==> config.mk <==
export PLATFORM = sky130hd
export DESIGN_NAME = slow_domain_rx
export DESIGN_NICKNAME = d
export VERILOG_FILES = /design/src/rtl/slow_domain_rx_pkg.sv /design/src/rtl/slow_domain_rx_fifo.sv /design/src/rtl/slow_domain_rx.sv
export SDC_FILE = /design/constraint.sdc
export NUM_CORES = 1
export LEC_CHECK = 0
export CAP_MARGIN = 0
export CORE_MARGIN = 4
export CORE_UTILIZATION = 55
export DETAILED_ROUTE_END_ITERATION = 6
export PLACE_DENSITY = 0.73
export SYNTH_ARGS = -nofsm -noshare
export SYNTH_HDL_FRONTEND = slang
export SYNTH_SLANG_ARGS = --single-unit
==> constraint.sdc <==
create_clock -name clk -period 3.1 [get_ports clk]
set_input_delay 0.31 -clock clk [delete_from_list [all_inputs] [get_ports clk]]
set_output_delay 0.31 -clock clk [all_outputs]
set_load 0.02 [all_outputs]
Figure 1. The metal 1 layer.
Scale bar: 20 µm.
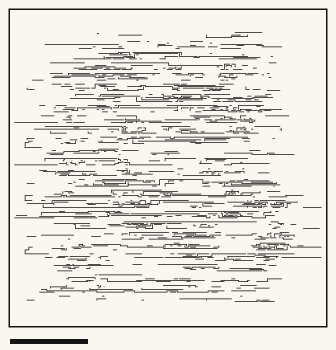
- nets with wire on the layer: 285
- share of all routed wire: 47%
routed via count: 2190
detailed-route wire length: 6.33 mm

Figure 2. Met2 routing.
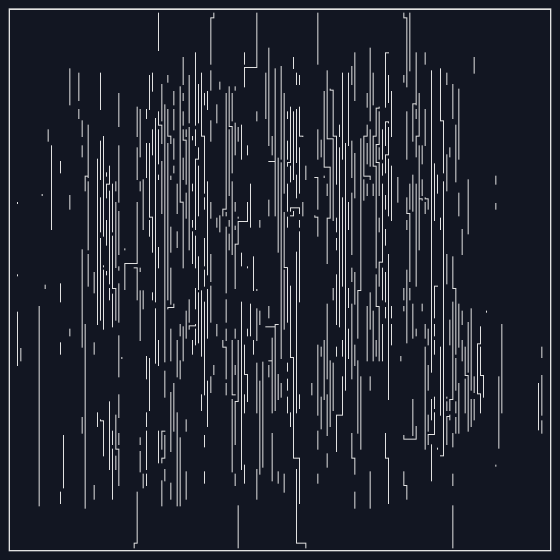
- longest straight run: 45.2 µm
- main direction: vertical
- share of all routed wire: 47%
- nets with wire on the layer: 276
grt met2 use: 33.6%

Figure 3. Metal 3.
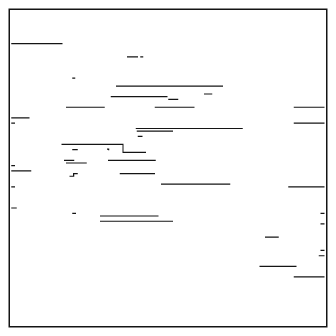
- longest straight run: 27.1 µm
- wire length on this layer: 285 µm
- main direction: horizontal
- share of all routed wire: 4.5%
GR Layer Usage met3: 3.88%

Figure 4. Routing congestion.
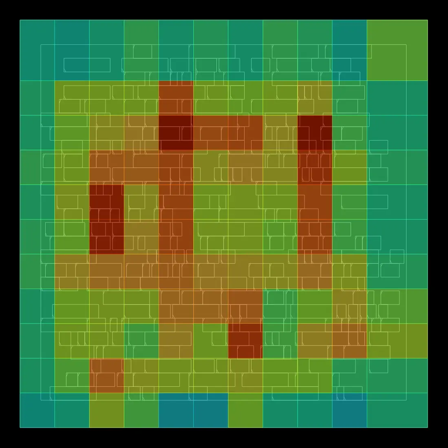
total global-route track usage: 21.1%
mean routed wirelength per cell: 17.3 µm
most used routing layer: met2

==> tab_implementation.tex <==
% Table of physical implementation metrics
\begin{tabular}{lr}
\hline
Metric & Value \\
\hline
\multicolumn{2}{l}{\textbf{Run status}} \\
Run status & finished, final reports clean \\
\multicolumn{2}{l}{\textbf{Job}} \\
Log Warnings & 30 \\
Maxcap violations & 0 \\
\multicolumn{2}{l}{\textbf{CTS}} \\
Count of cells resized by post-cts repair & 0 \\
Clock root buffer & clkbuf\_8 \\
CTS Sinks & 56 \\
Cts bufs inserted & 5 \\
\multicolumn{2}{l}{\textbf{Logic synthesis}} \\
Post-synth area from yosys stat & 2940 µm² \\
Count leader, synth & dfrtp\_1 \\
Net count after synthesis & $\sim$290 \\
\multicolumn{2}{l}{\textbf{Timing}} \\
Worst hold slack across all endpoints & 0.291 ns \\
Post-layout minimum cycle time & 2.61 ns \\
Final cycle utilization of the critical path & 84.3\% \\
Total Negative Setup Slacks & 0 ns \\
\multicolumn{2}{l}{\textbf{Global routing}} \\
Number of antenna violations at the first check in global routing & 0 \\
Number of global-route vias before repair & 2141 \\
Wire length of the first global-routing pass & 10.6 mm \\
\multicolumn{2}{l}{\textbf{Setup path}} \\
Arrival time at the worst endpoint & approximately 2.8 ns \\
Worst R2R Path Depth & 7 \\
Class of the most critical setup path & reg -> reg \\
Setup crit end kind & register \\
\multicolumn{2}{l}{\textbf{Floorplan}} \\
Initial core utilization & 57.1\% \\
Die width & 81.1 µm \\
\multicolumn{2}{l}{\textbf{Layout}} \\
Net count, final & approximately 320 \\
Area of all placed cells without fillers & 3360 µm² \\
Diode insertion count for antenna repair & 0 \\
\multicolumn{2}{l}{\textbf{Pwr}} \\
Post-route total power & 3340 µW \\
Combinational power & 1570 µW \\
Power in the clock group & 426 µW \\
Pwr top & combinational cells \\
Fraction of power spent switching nets & 38.8\% \\
\hline
\end{tabular}
cell families (layout without fill, tap and decap cells):
kind of cell    after synthesis  count (layout)  synth area share (%)
compound gates               54              54                  12.4
xor+xnor                     12              12                  3.58
buf+inv                      25              55                  4.13
flops                        56              56                  47.7
mux                          44              44                  16.6
fa+ha+maj                     8               8                  3.67
simple gates                 66              66                  11.8
cell usage in the layout (no fill, tap or decap), types with 2 or more instances in the layout:
| master | count |
|---|---|
| xor2_1 | 3 |
| o32ai_1 | 2 |
| nor2b_1 | 2 |
| a21oi_1 | 14 |
| ha_1 | 7 |
| nor4_1 | 4 |
| mux2i_1 | 6 |
| xnor2_1 | 9 |
| buf_4 | 10 |
| or3_1 | 9 |
| a211o_1 | 5 |
| nand2_1 | 19 |
| nor3_1 | 2 |
| a31oi_1 | 9 |
| and2_1 | 4 |
| o21ai_0 | 7 |
| nand3_1 | 8 |
| inv_1 | 12 |
| clkdlybuf4s50_1 | 24 |
| dfrtp_1 | 56 |
| or4_1 | 2 |
| nor3b_1 | 2 |
| clkbuf_8 | 6 |
| o211ai_1 | 3 |
| nor2_1 | 10 |
| o221ai_1 | 3 |
| mux2_2 | 38 |
| a221oi_1 | 2 |
critical path, stage by stage, from the launching register on:
cell and delay, ns:
dfrtp_1 0.57, o31a_1 0.42, nand2_1 0.13, fa_1 0.46, mux2i_1 0.15, a41oi_1 0.25
and2_1 0.36, a31oi_1 0.14
routing by layer:
layer,GRT usage (%),part of all wire (%)
met1,29.3,47
met2,33.6,47
met3,3.88,4.5
met4,6.59,1.9
met5,0,0
layout make-up:
class,count,share of cell area (%)
Clock inverter,2,0.409
Inverter,13,1.45
Timing Repair Buffer,34,9.38
Tap cell,70,2.61
Multi-Input combinational cell,184,42.0
Clock buffer,6,2.46
Sequential cell,56,41.7
No activity file was given, so power comes from the tool's default toggle rates.
